**config.mk**
```make
export PLATFORM = sky130hd
export DESIGN_NAME = tdm_demux_deser
export DESIGN_NICKNAME = d
export VERILOG_FILES = /design/src/rtl/link_pkg.sv /design/src/rtl/mod_n_counter.sv /design/src/rtl/tdm_demux_deser.sv
export SDC_FILE = /design/constraint.sdc
export NUM_CORES = 1
export LEC_CHECK = 0
export CAP_MARGIN = 20
export CORE_MARGIN = 4
export CORE_UTILIZATION = 55
export CTS_BUF_LIST = sky130_fd_sc_hd__clkbuf_2
export DETAILED_ROUTE_END_ITERATION = 8
export PLACE_DENSITY = 0.95
export SLEW_MARGIN = 20
export SYNTH_ARGS = -nofsm -noshare
export SYNTH_HDL_FRONTEND = slang
export SYNTH_SLANG_ARGS = --single-unit
```
**constraint.sdc**
```tcl
create_clock -name clk -period 3.8 [get_ports clk]
set_clock_uncertainty 0.15 [all_clocks]
set_input_delay 0.76 -clock clk [delete_from_list [all_inputs] [get_ports clk]]
set_output_delay 0.76 -clock clk [all_outputs]
set_load 0.02 [all_outputs]
```
**src/rtl/link_pkg.sv**
```systemverilog
// link_pkg: shared constants and helpers for the TDM serial link.
package link_pkg;
    localparam int N_DEF   = 8;
    localparam int SEL_DEF = 3;

    function automatic int clog2(input int v);
        int r;
        r = 0;
        while ((1 << r) < v) r++;
        return r;
    endfunction
endpackage

```
**src/rtl/mod_n_counter.sv**
```systemverilog
// mod_n_counter: modulo-N slot counter with load-to-0/1 and terminal-count flag.
module mod_n_counter
    import link_pkg::*;
#(
    parameter int N = N_DEF,
    parameter int W = SEL_DEF
) (
    input  logic         clk,
    input  logic         rst_n,
    input  logic         en,
    input  logic         ld0,
    input  logic         ld1,
    output logic [W-1:0] cnt,
    output logic         tc
);
    logic [W-1:0] cnt_q, cnt_d;

    assign cnt = cnt_q;
    assign tc  = (cnt_q == W'(N - 1));

    // load-to-1 covers a realigning valid bit already written to slot 0
    always_comb begin
        cnt_d = ld1 ? W'(1) :
                ld0 ? '0 :
                en  ? (tc ? '0 : cnt_q + 1'b1) :
                      cnt_q;
    end

    always_ff @(posedge clk or negedge rst_n) begin
        if (!rst_n) cnt_q <= '0;
        else        cnt_q <= cnt_d;
    end
endmodule

```
**src/rtl/tdm_demux_deser.sv**
```systemverilog
// tdm_demux_deser: 1xN TDM demultiplexer/deserializer presenting words on valid/ready.
module tdm_demux_deser
    import link_pkg::*;
#(
    parameter int N   = N_DEF,
    parameter int SEL = SEL_DEF
) (
    input  logic           clk,
    input  logic           rst_n,
    input  logic           din,
    input  logic           din_valid,
    input  logic           frame_start,
    output logic [N-1:0]   dout,
    output logic           dout_valid,
    input  logic           dout_ready,
    output logic [SEL-1:0] sel_cnt,
    output logic           overrun,
    input  logic           clr_overrun
);
    if (N < 2)              $error("tdm_demux_deser: N must be >= 2");
    if (SEL < clog2(N))     $error("tdm_demux_deser: SEL too narrow for N");

    logic [N-1:0] asm_q, asm_d;
    logic [N-1:0] dout_q, dout_d;
    logic         dout_valid_q, dout_valid_d;
    logic         overrun_q, overrun_d;
    logic         tc, complete, can_load;
    logic [N-1:0] word;

    mod_n_counter #(.N(N), .W(SEL)) u_cnt (
        .clk   (clk),
        .rst_n (rst_n),
        .en    (din_valid),
        .ld0   (frame_start & ~din_valid),
        .ld1   (frame_start & din_valid),
        .cnt   (sel_cnt),
        .tc    (tc)
    );

    always_comb begin
        asm_d = asm_q;
        if (din_valid) asm_d[frame_start ? SEL'(0) : sel_cnt] = din;
        complete     = din_valid & ~frame_start & tc;
        word         = {din, asm_q[N-2:0]};
        // a finished word may only replace dout once the old one is gone or leaving
        can_load     = ~dout_valid_q | dout_ready;
        dout_d       = (complete & can_load) ? word : dout_q;
        dout_valid_d = (complete & can_load) ? 1'b1 :
                       (dout_valid_q & dout_ready) ? 1'b0 : dout_valid_q;
        overrun_d    = (complete & ~can_load) | (overrun_q & ~clr_overrun);
    end

    always_ff @(posedge clk or negedge rst_n) begin
        if (!rst_n) begin
            asm_q        <= '0;
            dout_q       <= '0;
            dout_valid_q <= 1'b0;
            overrun_q    <= 1'b0;
        end else begin
            asm_q        <= asm_d;
            dout_q       <= dout_d;
            dout_valid_q <= dout_valid_d;
            overrun_q    <= overrun_d;
        end
    end

    assign dout       = dout_q;
    assign dout_valid = dout_valid_q;
    assign overrun    = overrun_q;
endmodule

```
==> notes.md, run 1 <==
The synthesis and place-and-route flow finished, so here is a summary.

After clock tree synthesis, the clock-pin slew on the worst setup and hold paths is about 170 ps. The fraction of final layout cells with drive strength greater than 1 came out at under 10%. The initial antenna violation count is 0. The cell sitting at the root of the clock tree is a clkbuf_2. The total congestion overflow after global routing is 0.

From the final report, the count of setup violators was given as 0. The count of standard-cell rows came out at 14. By startpoint and endpoint, the worst setup path is classified as reg -> out. The power density normalized to cell area came out at 336 nW/um^2. The library cell used most frequently in the layout, excluding fill and tap cells, is dfrtp_1. The required arrival time at the worst endpoint came out at 2890 ps. The worst VDD IR drop from the latest analysis is around 0.00025 V. The cts-stage hold buffer count came out at 0. The number of DRC violations after detailed routing came out at 0. The number of cells on the worst hold path is listed as 1.

According to the floorplan report, the total die area is between 2000 and 2500 sq um. The sequential share of the synthesized area came out at 55.0%. The yosys stat chip area is between 900 and 1000 sq um.

The largest fanout on the critical path is 7. The total negative setup slack came out at 0 ps. The worst min-delay path endpoint is dout[0]$_DFFE_PN0P_. The stage-log warning count is 26. Once detailed placement completed, the half-perimeter wirelength came to 1090 um. The cell with the largest stage delay on the worst path is clkdlybuf4s50_1. Across all register-to-register paths, the minimum setup slack is about 1800 ps. The gate count of the mapped netlist came out at about 67. The post-route minimum period came out at between 2000 and 2500 ps. The worst flop-to-flop path startpoint is u_cnt.cnt[1]$_DFFE_PN0P_. The final hold violation count came out at 0. The number of nets with antenna violations after detailed routing is 0. The count of pins over their slew limit came out at 0. The pin count of the biggest net entering global routing came out at 21. The synthesized flop and latch total is 20. For the worst reg-to-reg path, the endpoint reported by OpenROAD is dout[2]$_DFFE_PN0P_. The pin closest to its max-slew limit shows a slew of 847 ps. By area the synthesized netlist is led by dfrtp_1 55%, mux2_1 19%, ha_1 2.8%, nor3b_2 2.8%, buf_6 2.5%. According to the I/O placement log, the pin count is 20. The cell area after technology mapping is just over 900 sq um. The maximum clock path buffer count came out at 2.

The total number of H-tree levels is 1. The most common logic cells in the final layout are 20 x dfrtp_1, 19 x clkdlybuf4s50_1, 15 x mux2_1, 4 x nand2_1. Per the run summary, max-cap violations total 0.

Gates resized during post-CTS repair numbered 0. Logic depth along the worst register-to-register path is recorded as 5. Setup repair after global routing left no endpoint under its margin. The biggest area consumer among synthesized cells is dfrtp_1. STA classifies the critical path endpoint as an output pin. The detailed-routing iteration count for the pre-antenna-repair pass came out at 4.

Per the OpenROAD floorplan log, the height of the die is a little under 50 um. The worst min-delay path class is reg -> reg. The number of antenna repair diodes is 0. The DRC violation total after the first TritonRoute iteration came out at 7. The placer congestion estimate is roughly 0.74. The global-route wire length before repair is between 2000 and 3000 um. The worst hold slack is ~350 ps. The number of cells reported by Yosys stat comes to 67. The core area came out at around 1500 sq um. Walking the worst path, the cells encountered are clkdlybuf4s50_1.

TritonCTS built the clock tree. The maximum clock frequency came out at about 0.42 GHz. The max-slew check reports its worst relative slack as between 40% and 50%. The number of I/O port buffers came out at 19. In the floorplan report the effective utilization is between 50% and 60%. The net count after synthesis is 76. STA classifies the critical path startpoint as a flip-flop. The total setup buffers inserted after CTS is 0.

The worst stage delay on the critical path came out at roughly 660 ps. The number of buffers and inverters on the critical path is 1. The die width came out at 48.7 um. Data arrives at the worst endpoint at 1480 ps.

The analysis attributes to cell leakage a power of approximately 0.00054 uW. The detail-routed via count per cell came out at between 5 and 6. The flow ran to the end, and the final reports show no timing, DRC or antenna violations.

The synthesis log from Yosys contains 0 warnings. After synthesis, the mean cell area works out to 13.6 sq um. The startpoint of the worst hold path is dout[0]$_DFFE_PN0P_. The number of global-route vias before repair is around 670. Among cell families on the critical path, the largest total delay comes from buffers and inverters. The final layout contains ~97 nets. The share of the synthesized area in the top cell type came out at 55.0%. The count of cell types in the netlist came out at 22. The area growth from synthesis to layout is 21.5%. Of the available clock period, the critical path in the final layout requires a little over three fifths.
==> run 1: through the flow <==
stage	total power (uW)	cells	worst slack, ps	cell area [sq um]	utilization (%)
detailed placement	296	99	1140	1090	70.7
CTS	373	102	1410	1100	71.7
global route	395	102	1340	1100	71.7
global placement	293	99	1180	1090	70.7
floorplan	272	67	1910	910	-
finish	371	102	1410	1100	71.7
==> run 1: cell families after synthesis <==
logic type,synth area share (%)
AND/OR/NAND/NOR,15.7
adder cells (fa/ha/maj),2.75
buffers and inverters,3.71
multiplexers,19.7
AND-OR/OR-AND,3.16
flip-flops,55.0
==> run 1: power breakdown <==
part	internal, uW	switching (uW)
combinational	26.4	23.2
sequential	230	10.7
clock	21.5	59.3
==> run 1: worst max-delay path by stage <==
stage / start / end / slack, ps / depth (start not counted)
finish: u_cnt.cnt[1]$_DFFE_PN0P_ / sel_cnt[1] / 1410 / 1
global route: u_cnt.cnt[1]$_DFFE_PN0P_ / sel_cnt[1] / 1340 / 1
CTS: u_cnt.cnt[1]$_DFFE_PN0P_ / sel_cnt[1] / 1410 / 1
detailed placement: din_valid / dout[6]$_DFFE_PN0P_ / 1140 / 4
global placement: din_valid / dout[2]$_DFFE_PN0P_ / 1180 / 4
floorplan: frame_start / dout[0]$_DFFE_PN0P_ / 1910 / 5
==> run 1: area by class of cell <==
type,count,area [sq um]
flip-flops and latches,20,500
repair buffers,19,190
inverters,1,3.75
clock buffers,3,15.0
well taps,16,20.0
multi-input cells,43,375
fillers,123,437
==> run 1: per-layer routing <==
metal | global-route usage (%) | vias up | part of all wire [%]
met1 | 19.2 | 273 | 50
met3 | 3.07 | 3 | 5.8
li1 | - | 275 | -
met4 | 6.73 | 0 | 1.4
met2 | 22.4 | 20 | 42
met5 | 0 | - | 0
==> run 1: synth_stat cells <==
master / count
dfrtp_1: 20
mux2_1: 15
nand2_1: 4
nand2b_1: 3
nand3_1: 3
buf_6: 2
ha_1: 2
nor2_1: 2
nor3b_2: 2
o21ai_0: 2
a21oi_1: 1
and3b_4: 1
buf_4: 1
inv_1: 1
mux2i_1: 1
nand3b_1: 1
nand3b_4: 1
nand4_1: 1
nor2b_1: 1
nor2b_2: 1
o21bai_1: 1
o22ai_1: 1
==> run 1: worst reg2reg max path, delay by kind of cell (launching register included) <==
kind | cells | cell delay, ps
adder cells (fa/ha/maj) | 2 | 430
flip-flops | 1 | 510
multiplexers | 1 | 370
AND/OR/NAND/NOR | 2 | 470
==> run 1: state kept, by name, summed over array words and instances (netlist names) <==
register,count
dout_valid,1
asm_q,7
overrun,1
u_cnt.cnt,3
dout,8
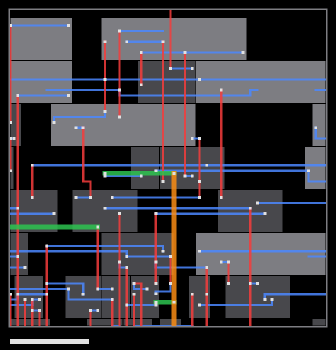
Run 1: close-up of the layout
Scale bar: 5 um. Region (14, 24) to (34, 44) um. Cells in grey, sequential cells in the stronger grey; small squares are vias.
colour	layer
orange	M4
red	M2
green	M3
blue	M1
most frequent	mux2_1 (4), dfrtp_1 (4), clkbuf_2 (2)
netlist names of flops here include	`asm_q` (3), `dout` (1)
cells with their middle in the window	19
sequential cells in the window	4

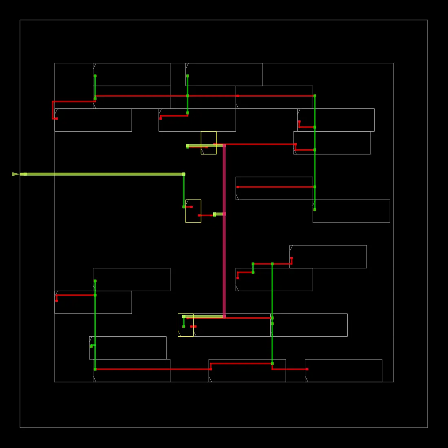
Run 1: clock routing
clock sinks: 20
total clock network power: 80.8 uW
TritonCTS Buffers: 3
Skew-Pair Late Insertion Delay: 300 ps

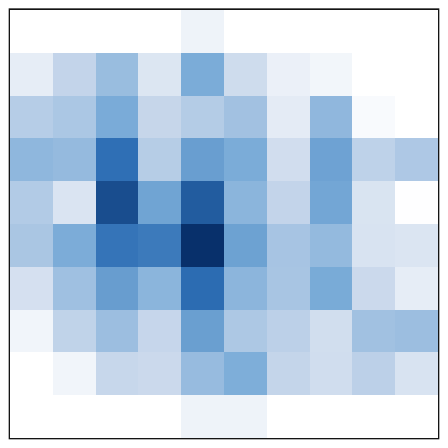
Run 1: signal metal coverage by tile
10 x 10 tiles, from white (low) to dark blue (high), scaled to the fullest tile. Values are wire area over tile area, all layers added.
fullest tile	0.36
densest ninth of the die	middle
emptiest ninth of the die	top right
total detailed-routing wirelength: 1450 um
total track usage: 14.5%
routed len/inst: 14.3 um
total vias in the final route: 571

--- run 2 (diff from run 1) ---
--- a/config.mk
+++ b/config.mk
@@ -7,10 +7,10 @@
 export LEC_CHECK = 0
 export CAP_MARGIN = 20
 export CORE_MARGIN = 4
-export CORE_UTILIZATION = 55
+export CORE_UTILIZATION = 51
 export CTS_BUF_LIST = sky130_fd_sc_hd__clkbuf_2
 export DETAILED_ROUTE_END_ITERATION = 8
-export PLACE_DENSITY = 0.95
+export PLACE_DENSITY = 0.89
 export SLEW_MARGIN = 20
 export SYNTH_ARGS = -nofsm -noshare
 export SYNTH_HDL_FRONTEND = slang
==> constraint.sdc (replaced) <==
create_clock -name clk -period 2.2 [get_ports clk]
set_clock_uncertainty 0.15 [all_clocks]
set_input_delay 0.44 -clock clk [delete_from_list [all_inputs] [get_ports clk]]
set_output_delay 0.44 -clock clk [all_outputs]
set_load 0.02 [all_outputs]
==> notes.md, run 2 <==
The synthesis and place-and-route flow finished, so here is a summary.

The average size of a mapped cell came out at 13.6 sq um (unchanged). The number of I/O port buffers came out at 19 (unchanged). The power density normalized to cell area came out at 560 nW/um^2 (+67%). The synthesized flop and latch total is 20 (unchanged).

The combined global-route utilization of all metal layers was 14.5% (+0.059 points). The setup slack of the most critical reg-to-reg path came out at 310 ps (-1460 ps). The worst min-delay path class is in -> async.

The count of pins over their slew limit came out at 0 (unchanged). The effective utilization at floorplan came to 57.1% (-1.9 points). The sequential share of the synthesized area is 55.0% (unchanged). The worst reg2reg path depth is 6 (+1). The CTS sink count came to 20 (unchanged). The maximum clock path buffer count came to 2 (unchanged). The detailed-routing iteration count for the pre-antenna-repair pass came out at 4 (unchanged). The final wirelength is 1550 um (+6.3%). The number of clock buffers inserted by TritonCTS was 3 (unchanged).

The global-route wire length before repair is 2760 um (-1.2%). Counting instances in the post-synthesis netlist gives the leading cell types as 20 x dfrtp_1, 15 x mux2_1, 4 x nand2_1, 3 x nand2b_1, 3 x nand3_1. The transition time at the pin with the least slew margin came to 246 ps (-600 ps). The post-route minimum period came out at between 2000 and 2500 ps.

The flow ran to the end, and the final reports show no timing, DRC or antenna violations. The number of global-route vias before repair came out at 649 (-2.4%). The biggest area contributor in the post-synthesis netlist is dfrtp_1.

For this run the top cell type by instance count after synthesis was dfrtp_1. The startpoint-to-endpoint class of the critical path is reg -> out. Per the timing report, the most critical flop-to-flop path finishes at dout[1]$_DFFE_PN0P_. The yosys cell count is 67 (unchanged). The worst hold slack is 277 ps (-76.5 ps). The highest ir drop seen on vdd came out at 0.000374 V (+51%). The maximum clock frequency came out at approximately 0.5 GHz.

The worst stage delay on the critical path is 650 ps (about the same). The leakage component of the power is 0.000568 uW (+5.4%). The proportion of register bits with asynchronous set or reset after synthesis is 100% (unchanged). The core area came out at 1590 sq um (+3.4%). The synthesis-to-layout area growth came out at 28.5%. The yosys stat chip area is 910 sq um (unchanged).

The total number of H-tree levels is 1 (unchanged). The cell count after placement is 112 (+13%). The total number of cells along the worst setup path is 1 (unchanged). In the finished design, the share of the clock period the worst path needs comes to about 93%.

The number of ports placed on the die boundary is 20 (unchanged). The cell family with the largest share of critical-path delay is buffers and inverters. The layout filler cell count is 113 (-8.1%). The net count reported at finish is 102 (+5.2%). The headroom to the max-slew limit was 83.5% (+40 points).

The number of buffers and inverters on the critical path is 1 (unchanged). The total negative setup slack is 0 ps (unchanged). The floorplan die area came to 2520 sq um (+6.5%). The number of antenna repair diodes came out at 0 (unchanged). The stage-log warning count came out at 26 (unchanged). The total congestion overflow after global routing is 0 (unchanged). The fraction of final layout cells with drive strength greater than 1 is 14.1% (+4.8 points). The cell with the largest stage delay on the worst path is clkdlybuf4s50_1. The DRC violation total after the first TritonRoute iteration was 5 (-2). The final hold violation count is 0 (unchanged). The pin count of the biggest net entering global routing is 21 (unchanged). The kind of end point of the critical path is an output pin. The net count after synthesis came out at 76 (unchanged). For reference, the top cells by area after synthesis are dfrtp_1 55%, mux2_1 19%, ha_1 2.8%, nor3b_2 2.8%, buf_6 2.5%. The number of nets with antenna violations after detailed routing came out at 0 (unchanged). The required arrival time at the worst endpoint was 1610 ps (-1280 ps). The number of resized instances in the post-cts repair step is 0 (unchanged). The die boundary height is 50.2 um (+3.2%). The count of max-cap constraint violations was 0 (unchanged). The tally of yosys warning messages came out at 0 (unchanged). The die width is 50.2 um (+3.2%). The count of library flops with an enable pin is 0 (unchanged).
-- run 2: power breakdown --
part / switching [uW] / internal, uW
sequential: 18.5 / 397
clock: 107 / 39.5
combinational: 42.0 / 50.1
total: 168 / 487
-- run 2: cell type report --
| class | count | area [sq um] | share of cell area, % |
|---|---|---|---|
| inverter | 1 | 3.75 | 0.321 |
| sequential | 20 | 500 | 42.8 |
| tap | 24 | 30.0 | 2.57 |
| multi-input combinational | 43 | 375 | 32.1 |
| clock buffer | 3 | 15.0 | 1.28 |
| timing repair buffer | 24 | 240 | 20.6 |
| clock inverter | 1 | 3.75 | 0.321 |
-- run 2: worst max path at each step --
stage / endpoint / startpoint
CTS: sel_cnt[1] / u_cnt.cnt[1]$_DFFE_PN0P_
finish: sel_cnt[1] / u_cnt.cnt[1]$_DFFE_PN0P_
detailed placement: asm_q[4]$_DFFE_PN0P_ / frame_start
floorplan: dout[0]$_DFFE_PN0P_ / u_cnt.cnt[1]$_DFFE_PN0P_
global route: sel_cnt[2] / u_cnt.cnt[2]$_DFFE_PN0P_
global placement: dout[6]$_DFFE_PN0P_ / frame_start
-- run 2: cell families after synthesis --
group | Yosys count | share of synthesized area (%)
DFF | 20 | 55.0
muxes | 16 | 19.7
AOI/OAI and AO/OA | 5 | 3.16
buffers and inverters | 4 | 3.71
and+or+nand+nor | 20 | 15.7
adders and majority gates | 2 | 2.75
-- run 2: through the flow --
step | setup WS (ps) | area, sq um
2_1_floorplan | 358 | 910
3_3_place_gp | 159 | 1150
3_5_place_dp | 100 | 1150
4_1_cts | 128 | 1170
5_1_grt | 49.7 | 1170
6_report | 160 | 1170
-- run 2: metal layers --
layer  vias to the layer above  GRT usage, %  routed length [um]
met4                         0          4.15                  14
met1                       289          16.3                 681
met2                        19          24.8                 740
met3                         2          6.51                 108
li1                        284             -                   -
met5                         -             0                   0
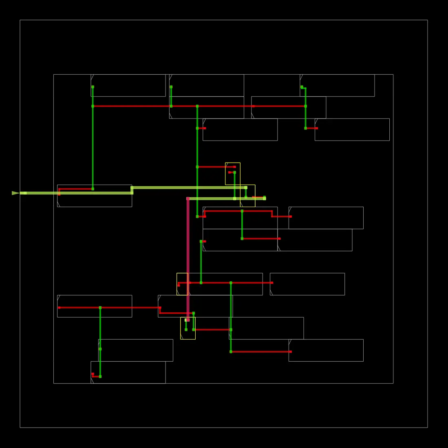
Run 2: clock routing
# clk buffers: 3
total clock network power: 147 uW
Skew-Pair Late Insertion Delay: 310 ps
Seq cells: 20

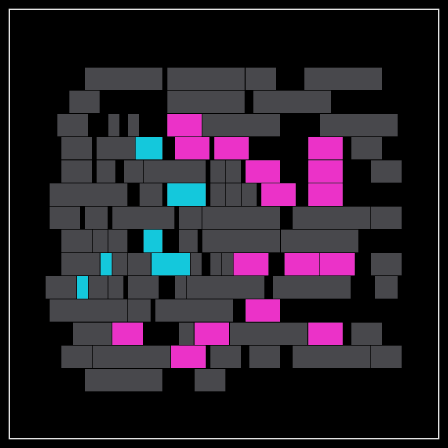
Run 2: gate-type map
colour	family	cells
cyan	nor cells	6
magenta	mux cells	16
commonest non-fill, non-tap cell in the layout: dfrtp_1
Non-Filler Instances: 116
fraction of area in multi-input gates: 32.1%

--- run 3 (diff from run 2) ---
--- a/config.mk
+++ b/config.mk
@@ -7,11 +7,13 @@
 export LEC_CHECK = 0
 export CAP_MARGIN = 20
 export CORE_MARGIN = 4
-export CORE_UTILIZATION = 51
+export CORE_UTILIZATION = 56
 export CTS_BUF_LIST = sky130_fd_sc_hd__clkbuf_2
 export DETAILED_ROUTE_END_ITERATION = 8
-export PLACE_DENSITY = 0.89
+export DONT_BUFFER_PORTS = 1
+export PLACE_DENSITY = 0.8
 export SLEW_MARGIN = 20
 export SYNTH_ARGS = -nofsm -noshare
 export SYNTH_HDL_FRONTEND = slang
+export SYNTH_HIERARCHICAL = 1
 export SYNTH_SLANG_ARGS = --single-unit
==> notes.md, run 3 <==
The synthesis and place-and-route flow finished, so here is a summary.

The final hold violation count is 0 (unchanged). The cell with the largest stage delay on the worst path is dfrtp_1. The final wirelength is 1520 um (-1.5%). Sorting the synthesized cells by how often they occur yields 20 x dfrtp_1, 13 x mux2_2, 4 x nand2_1, 3 x nor3_1. The clock latency reported for the late side of the worst-skew pair was 290 ps (-20 ps). The register with the most flip-flops in the layout has 8 of them.

STA classifies the critical path endpoint as a flip-flop. The transition time at the pin with the least slew margin is 863 ps (+617 ps). For reference, the top logic cell family by area is multiplexers. The XOR/XNOR share of the synthesized area came to 0% (unchanged).

The net count after synthesis is 75 (-1.3%). The cell area after technology mapping is roughly 900 sq um. The maximum clock frequency is 0.580 GHz (+18%). On the reported timing paths, the clock transition at the registers reads approximately 170 ps. Between the synthesized netlist and the finished layout, the area growth was recorded as 7.06%.

The total number of H-tree levels came out at 1 (unchanged). The stage-log warning count came out at 26 (unchanged). The library cell used most frequently in the layout, excluding fill and tap cells, is dfrtp_1. The report lists the cells along the critical path as ha_1, ha_1, nand3b_1, nor2b_1, buf_4, mux2_2. The pin count of the biggest net entering global routing is 21 (unchanged).

Among all flip-flop cells after synthesis, the most frequent one is dfrtp_1. For reference, the most critical setup path is categorized as reg -> reg. By area the synthesized netlist is led by dfrtp_1 55%, mux2_2 16%, mux2_4 3.3%, ha_1 2.8%, mux2i_1 2.2%.

The critical path's most frequent cell is ha_1. The combined global-route utilization of all metal layers came out at 15.3% (+0.79 points). The number of I/O port buffers was 0 (-19).

The power density normalized to cell area came out at 755 nW/um^2 (+35%). The DRC violation total after the first TritonRoute iteration is 6 (+1). The adder-cell area share of the yosys netlist came out at 2.77% (+0.019 points). The post-layout utilization of the core came out at between 60% and 70%. The total negative setup slack came out at 0 ps (unchanged). The tally of yosys warning messages came out at 6 (+6). The clock root buffer is clkbuf_2. The headroom to the max-slew limit is 42.3% (-41 points). The yosys stat chip area came out at 903 sq um (-0.69%). The number of antenna repair diodes is 0 (unchanged). The cell type that accounts for the most area after synthesis is dfrtp_1. The simple-gate portion of the synthesized area is 16.9% (+1.2 points). The maximum clock path buffer count was 2 (unchanged). The number of setup violations in the final report is 0. The proportion of register bits with asynchronous set or reset after synthesis is 100% (unchanged).

The total congestion overflow after global routing is 0 (unchanged). The fraction of final layout cells with drive strength greater than 1 was 32.9% (+19 points). The number of DRC violations after detailed routing came out at 0. The pre-CTS setup slack came out at 485 ps (+384 ps).

The required arrival time at the worst endpoint came out at 2240 ps (+630 ps). The net count reported at finish is 84 (-18%). The detailed-routing iteration count for the pre-antenna-repair pass came to 4 (unchanged). The worst stage delay on the critical path is 390 ps (-260 ps). The detail-routed via count per cell is just over 6. The worst hold slack is 66.8 ps (-211 ps). The fraction of synthesized area in multiplexers came out at 21.7% (+2.1 points). The count of max-cap constraint violations is 0 (unchanged).

The floorplan die area is 2320 sq um (-8.1%). The final worst slack came to 475 ps (+315 ps). The number of clock buffers inserted by TritonCTS came out at 3 (unchanged).

The post-route minimum period is 1730 ps (-315 ps). The most critical min-delay path falls under in -> reg. The post-detailed-route wirelength per cell came out at roughly 17 um.

The core area is 1520 sq um (-4.4%). STA lists the maximum fanout along the critical path as 8. The number of nets with antenna violations after detailed routing is 0 (unchanged).

The area fraction of the largest cell type after synthesis is a little under three fifths. The highest ir drop seen on vdd came to 0.000457 V (+22%). The synthesized flop and latch total is 20 (unchanged). Per the gpl log, the routability congestion estimate is 0.774. The average size of a mapped cell is 13.7 sq um (+0.82%). The post-synthesis compound-gate area fraction came out at 1.52% (-1.6 points). The vias after detailed routing came out at around 540.

Per the post-synthesis report, the number of cells in the design is around 66. The CTS sink count is 20 (unchanged). The number of ports placed on the die boundary is 20 (unchanged). The count of standard-cell rows is 14. The post-detailed-placement half-perimeter wirelength came out at 1090 um. The count of library flops with an enable pin is 0 (unchanged). The count of cell types in the netlist is 24. The number of global-route vias before repair is 551 (-15%).

The yosys cell count is 66 (-1.5%). The global-route wire length before repair was 2390 um (-13%). The effective utilization at floorplan came to 59.3% (+2.2 points). The count of pins over their slew limit was 0 (unchanged). Setup repair after global routing left no endpoint under its margin. The critical path arrival came out at approximately 1800 ps.

The post-layout period usage of the worst path is 78.4% (-14 points). The most frequently used library cell after synthesis is dfrtp_1. The flow ran to the end, and the final reports show no timing, DRC or antenna violations. The sequential share of the synthesized area is 55.4% (+0.38 points). The leakage component of the power came out at 0.000475 uW (-16%).

The number of resized instances in the post-cts repair step is 0 (unchanged).
==> run 3: final timing paths <==
path / slack [ps] / end / startpoint / depth (start not counted)
min: 70 / overrun$_DFF_PN0_ / clr_overrun / 1
max reg2reg: 470 / dout[3]$_DFFE_PN0P_ / u_cnt/cnt[1]$_DFFE_PN0P_ / 6
min in group asynchronous: 530 / dout_valid$_DFFE_PN0P_ / rst_n / 1
max: 470 / dout[3]$_DFFE_PN0P_ / u_cnt/cnt[1]$_DFFE_PN0P_ / 6
min reg2reg: 370 / asm_q[2]$_DFFE_PN0P_ / asm_q[2]$_DFFE_PN0P_ / 1
max in group asynchronous: 840 / asm_q[1]$_DFFE_PN0P_ / rst_n / 1
==> run 3: logic make-up (layout without fill, tap and decap cells) <==
| group | count (synthesis) | after routing |
|---|---|---|
| simple gates | 23 | 23 |
| flops | 20 | 20 |
| mux | 17 | 17 |
| fa+ha+maj | 2 | 2 |
| compound gates | 2 | 2 |
| buf+inv | 2 | 9 |
==> run 3: area by class of cell <==
type                            instances  area, sq um
Timing Repair Buffer                    5         40.0
Multi-Input combinational cell         44          388
Inverter                                1         3.75
Sequential cell                        20          500
Fill cell                             117          557
Clock buffer                            3         15.0
Tap cell                               16         20.0
==> run 3: stage by stage <==
stage                     instances  area [sq um]  power (uW)
after floorplan                  66           903         558
after global placement           85           942         587
after detailed placement         85           942         594
after CTS                        89           967         739
after global routing             89           967         777
final                            89           967         730
==> run 3: metal layers <==
metal	GRT usage, %	routed length, um	vias up
met1	21.1	693	273
met2	22.9	764	12
met4	6.99	4	0
met5	0	0	-
met3	3.32	61	2
li1	-	-	254
==> run 3: report_power, final <==
group	leakage, uW	total, uW	internal (uW)	switching, uW
clock	0.0000125	136	37.2	98.6
combinational	0.000195	134	73.5	60.9
sequential	0.000267	460	421	38.9
total	0.000475	730	532	198
==> run 3: critical path: cells and delay by family (launching register included) <==
| family | cells | cell delay [ps] |
|---|---|---|
| multiplexers | 1 | 350 |
| adder cells (fa/ha/maj) | 2 | 310 |
| flip-flops | 1 | 390 |
| buffers and inverters | 1 | 180 |
| AND/OR/NAND/NOR | 2 | 250 |
==> run 3: what timing repair did <==
item	in CTS	in global routing
buffers inserted	0	0
hold endpoints to repair	20	0
hold buffers	1	0
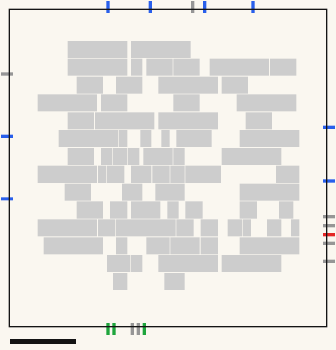
Run 3: pin placement
Scale bar: 10 um. Pins as bars across the die edge, other pins in grey.
colour	port	pins	direction	edge
green	`sel_cnt`	3	output	bottom
blue	`dout`	8	output	4 top, 2 left, 2 right
red	`dout_valid`	1	output	right
all pins by edge	7 right, 5 top, 5 bottom, 3 left
Die Wd: 48.2 um
overall die height: 48.2 um

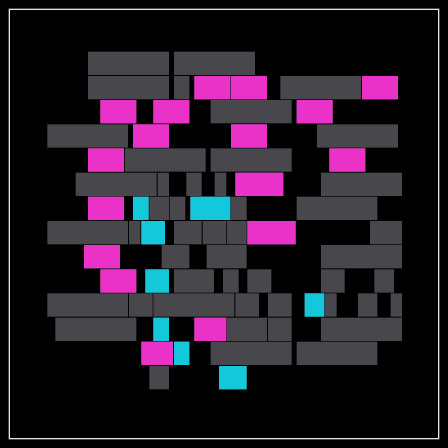
Run 3: gate-type map
fraction of area in multi-input gates: 40.1%
Non-Filler Instances: 89

Power is estimated from default activity; no workload was simulated.
